Figure 1. Cell classes on the final placement (run 1).
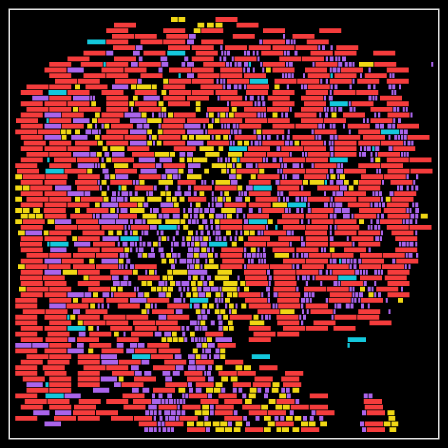
Figure 2. Congestion heat map (run 1).
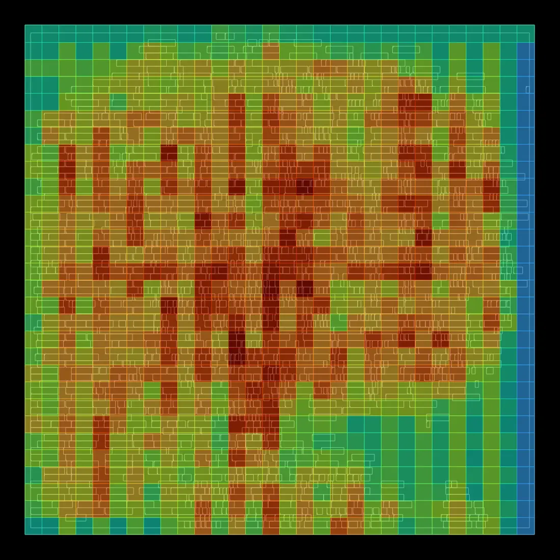
Figure 3. PDN straps and rails (run 1).
Bar = 50 um. Pins as bars on the die edge.
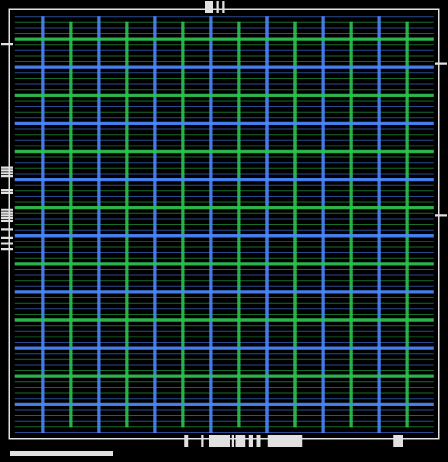
==> config.mk <==
export PLATFORM = sky130hd
export DESIGN_NAME = tmr_scrub_mem
export DESIGN_NICKNAME = d
export VERILOG_FILES = /design/src/rtl/tmr_scrub_mem.sv
export SDC_FILE = /design/constraint.sdc
export NUM_CORES = 1
export LEC_CHECK = 0
export CAP_MARGIN = 20
export CORE_MARGIN = 2
export CORE_UTILIZATION = 55
export CTS_CLUSTER_DIAMETER = 200
export CTS_CLUSTER_SIZE = 30
export DETAILED_ROUTE_END_ITERATION = 8
export PLACE_DENSITY = 0.79
export SYNTH_ARGS = -nofsm -noshare
export SYNTH_HDL_FRONTEND = slang
export SYNTH_SLANG_ARGS = --single-unit
==> constraint.sdc <==
create_clock -name clk -period 3.7 [get_ports clk]
set_input_delay 1.11 -clock clk [delete_from_list [all_inputs] [get_ports clk]]
set_output_delay 1.11 -clock clk [all_outputs]
set_load 0.05 [all_outputs]
==> changes_impl.md, run 1 <==
### Implementation results

* Standard cell with the maximum stage delay on the critical path: sky130_fd_sc_hd__clkdlybuf4s50_1
* Post-detailed-route count of antenna-violating nets at 0
* Area taken by flip-flops and latches at 16750 um^2
* Startpoint type of the worst setup path: primary input
* Run status: completed
* GPL Wtd Cong at 0.9481
* Well-tap cell count at 532
* Number of cells on the critical path at 9
* Most frequent cell after synthesis: sky130_fd_sc_hd__edfxtp_1
* Layout Cells excl Fill at 2341
* Fraction of cell area in non-clock buffers at 11.09%
* Worst-case hold slack at 0.5112 ns
* Average via count per standard cell at 6.170
* Stage delay of the slowest cell on the critical path at between 0.6 and 0.7 ns
* Number of remaining DRC errors at 0
* Clock tree buffer count of the final layout at 39
* Worst slack at placement at -0.5610 ns
* Sw Ratio at 22.59%
* Via count of the first global-routing pass at 14269
* CTS Root Buffer Type: sky130_fd_sc_hd__clkbuf_16
* Final routed wirelength across all metal layers at 57220 um
* OpenROAD warnings at 27
* Total met2 wirelength after detailed routing at 28050 um
* Setup repair after global routing missed its margin: false
* Register share of total power at 63.2%
* Vias after detailed routing at about 14000
* Max reg flops at 288
* Share of final-layout standard cells stronger than drive strength 1 at 19.24%
* Area fraction of the dominant cell type after synthesis at 67.68%
* Wire length of the first global-routing pass at 85820 um
* Average size of a mapped cell at ~15 um^2
* Final period demand of the worst path at between 3 and 4 ns
* Sequential cells at 567
* Antenna diode count at 0
* Rel. slew slack at about 54%
* Actual slew at the worst max-slew pin at about 0.69 ns
* Total combinational power at ~1200 uW
* Netlist area before placement at 22720 um^2
* Sequential power at 7160 uW
* Cells on Worst Hold Path at 1
* Floorplan core density at 55.63%
* Share of flip-flops with an asynchronous set or reset after synthesis at 9.700%
* Tally of yosys warning messages at 0
* Element type at the critical path end: register
* Worst-case setup margin in the final layout at approximately 0.1 ns
* Number of core rows at 74
* Post-Synthesis Cells at 1537
* CP Max Fanout at 36
About Figure 1:
| class | color | cells |
|---|---|---|
| clock drivers and dummy loads | cyan | 40 |
| flops | red | 567 |
| other buffers and delay cells | yellow | 315 |
| combinational and other logic | purple | 887 |
core area: 40830 um^2
Core Util, Final: 65.46%
post-route design area: 26730 um^2

About Figure 2:
Tot GR Track Use: 26.33%
met3 track utilization from global routing: 4.024%
Wirelength per Cell: 24.44 um
GRT met2 Usage: 42.90%
GR Layer Usage met1: 36.73%

About Figure 3:
| net | color |
|---|---|
| VDD | green |
| VSS | blue |
met1 rails: 75
rows: 74
Die Height: 207.2 um
die extent in x: 207.2 um

## Run 2: what changed since run 1
- ABC_AREA: unset -> 1
- CORE_UTILIZATION: 55 -> 56
- PLACE_DENSITY: 0.79 -> 0.8
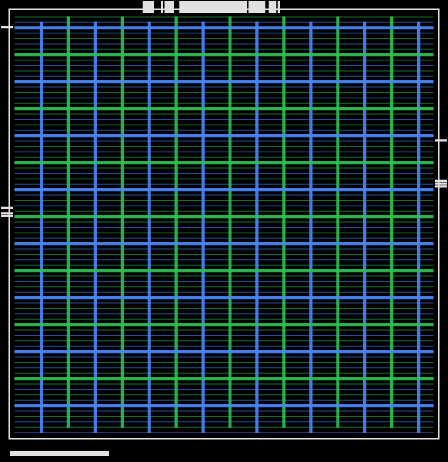
Figure 4: run 2, PDN straps and rails.
Bar = 50 um. Pins as bars on the die edge.
| net | color |
|---|---|
| VDD | green |
| VSS | blue |
met5 straps: 15
met1 rails: 78
core area: 44220 um^2
die extent in x: 215.6 um
worst voltage drop across the vdd grid: 0.3939 mV
Die Height: 215.6 um

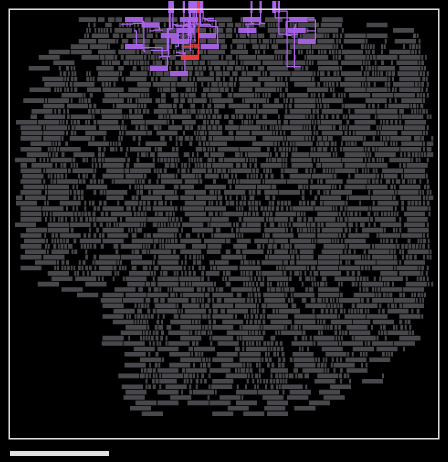
Figure 5: run 2, wires at chosen ports, followed through buffers.
Bar = 50 um.
| port | color | direction | end cells | buffers | wire |
|---|---|---|---|---|---|
| corr_cnt | purple | output | 16 | 16 | 552 um |
| rvalid | red | output | 1 | 1 | 34.4 um |
num ports: 71
IO buf count: 69

==> changes_impl.md, run 2 <==
### Implementation results

* Average via count per standard cell at 5.617
* Worst-case setup margin in the final layout at 0.1840 ns
* Number of cells on the critical path at 17
* Sequential power at 7150 uW
* Area taken by flip-flops and latches at about 17000 um^2
* Share of flip-flops with an asynchronous set or reset after synthesis at 9.700%
* Tot GR Track Use at 28.65%
* Netlist area before placement at 25080 um^2
* Fraction of cell area in non-clock buffers at 9.843%
* Cells on Worst Hold Path at 2
* Wire length of the first global-routing pass at roughly 100000 um
* Average size of a mapped cell at 10.12 um^2
* Startpoint type of the worst setup path: primary input
* Stage delay of the slowest cell on the critical path at 0.51 ns
* Core Util, Final at 65.02%
* Most frequent cell after synthesis: sky130_fd_sc_hd__nand3_1
* Sw Ratio at between 20% and 30%
* Actual slew at the worst max-slew pin at 0.5520 ns
* Number of remaining DRC errors at 0
* Post-detailed-route count of antenna-violating nets at 0
* Wirelength per Cell at 20.43 um
* Final routed wirelength across all metal layers at approximately 67000 um
* Vias after detailed routing at ~18000
* Register share of total power at 61.6%
* Number of core rows at 77
* Met3 track utilization from global routing at 4.651%
* Standard cell with the maximum stage delay on the critical path: sky130_fd_sc_hd__clkdlybuf4s50_1
* Antenna diode count at 0
* Clock tree buffer count of the final layout at 39
* Total combinational power at 1400 uW
* Run status: completed
* Floorplan core density at ~57%
* Share of final-layout standard cells stronger than drive strength 1 at 9.775%
* Tally of yosys warning messages at 0
* Post-route design area at 28750 um^2
* CP Max Fanout at 36
* Layout Cells excl Fill at 3262
Power and IR drop assume default switching activity.
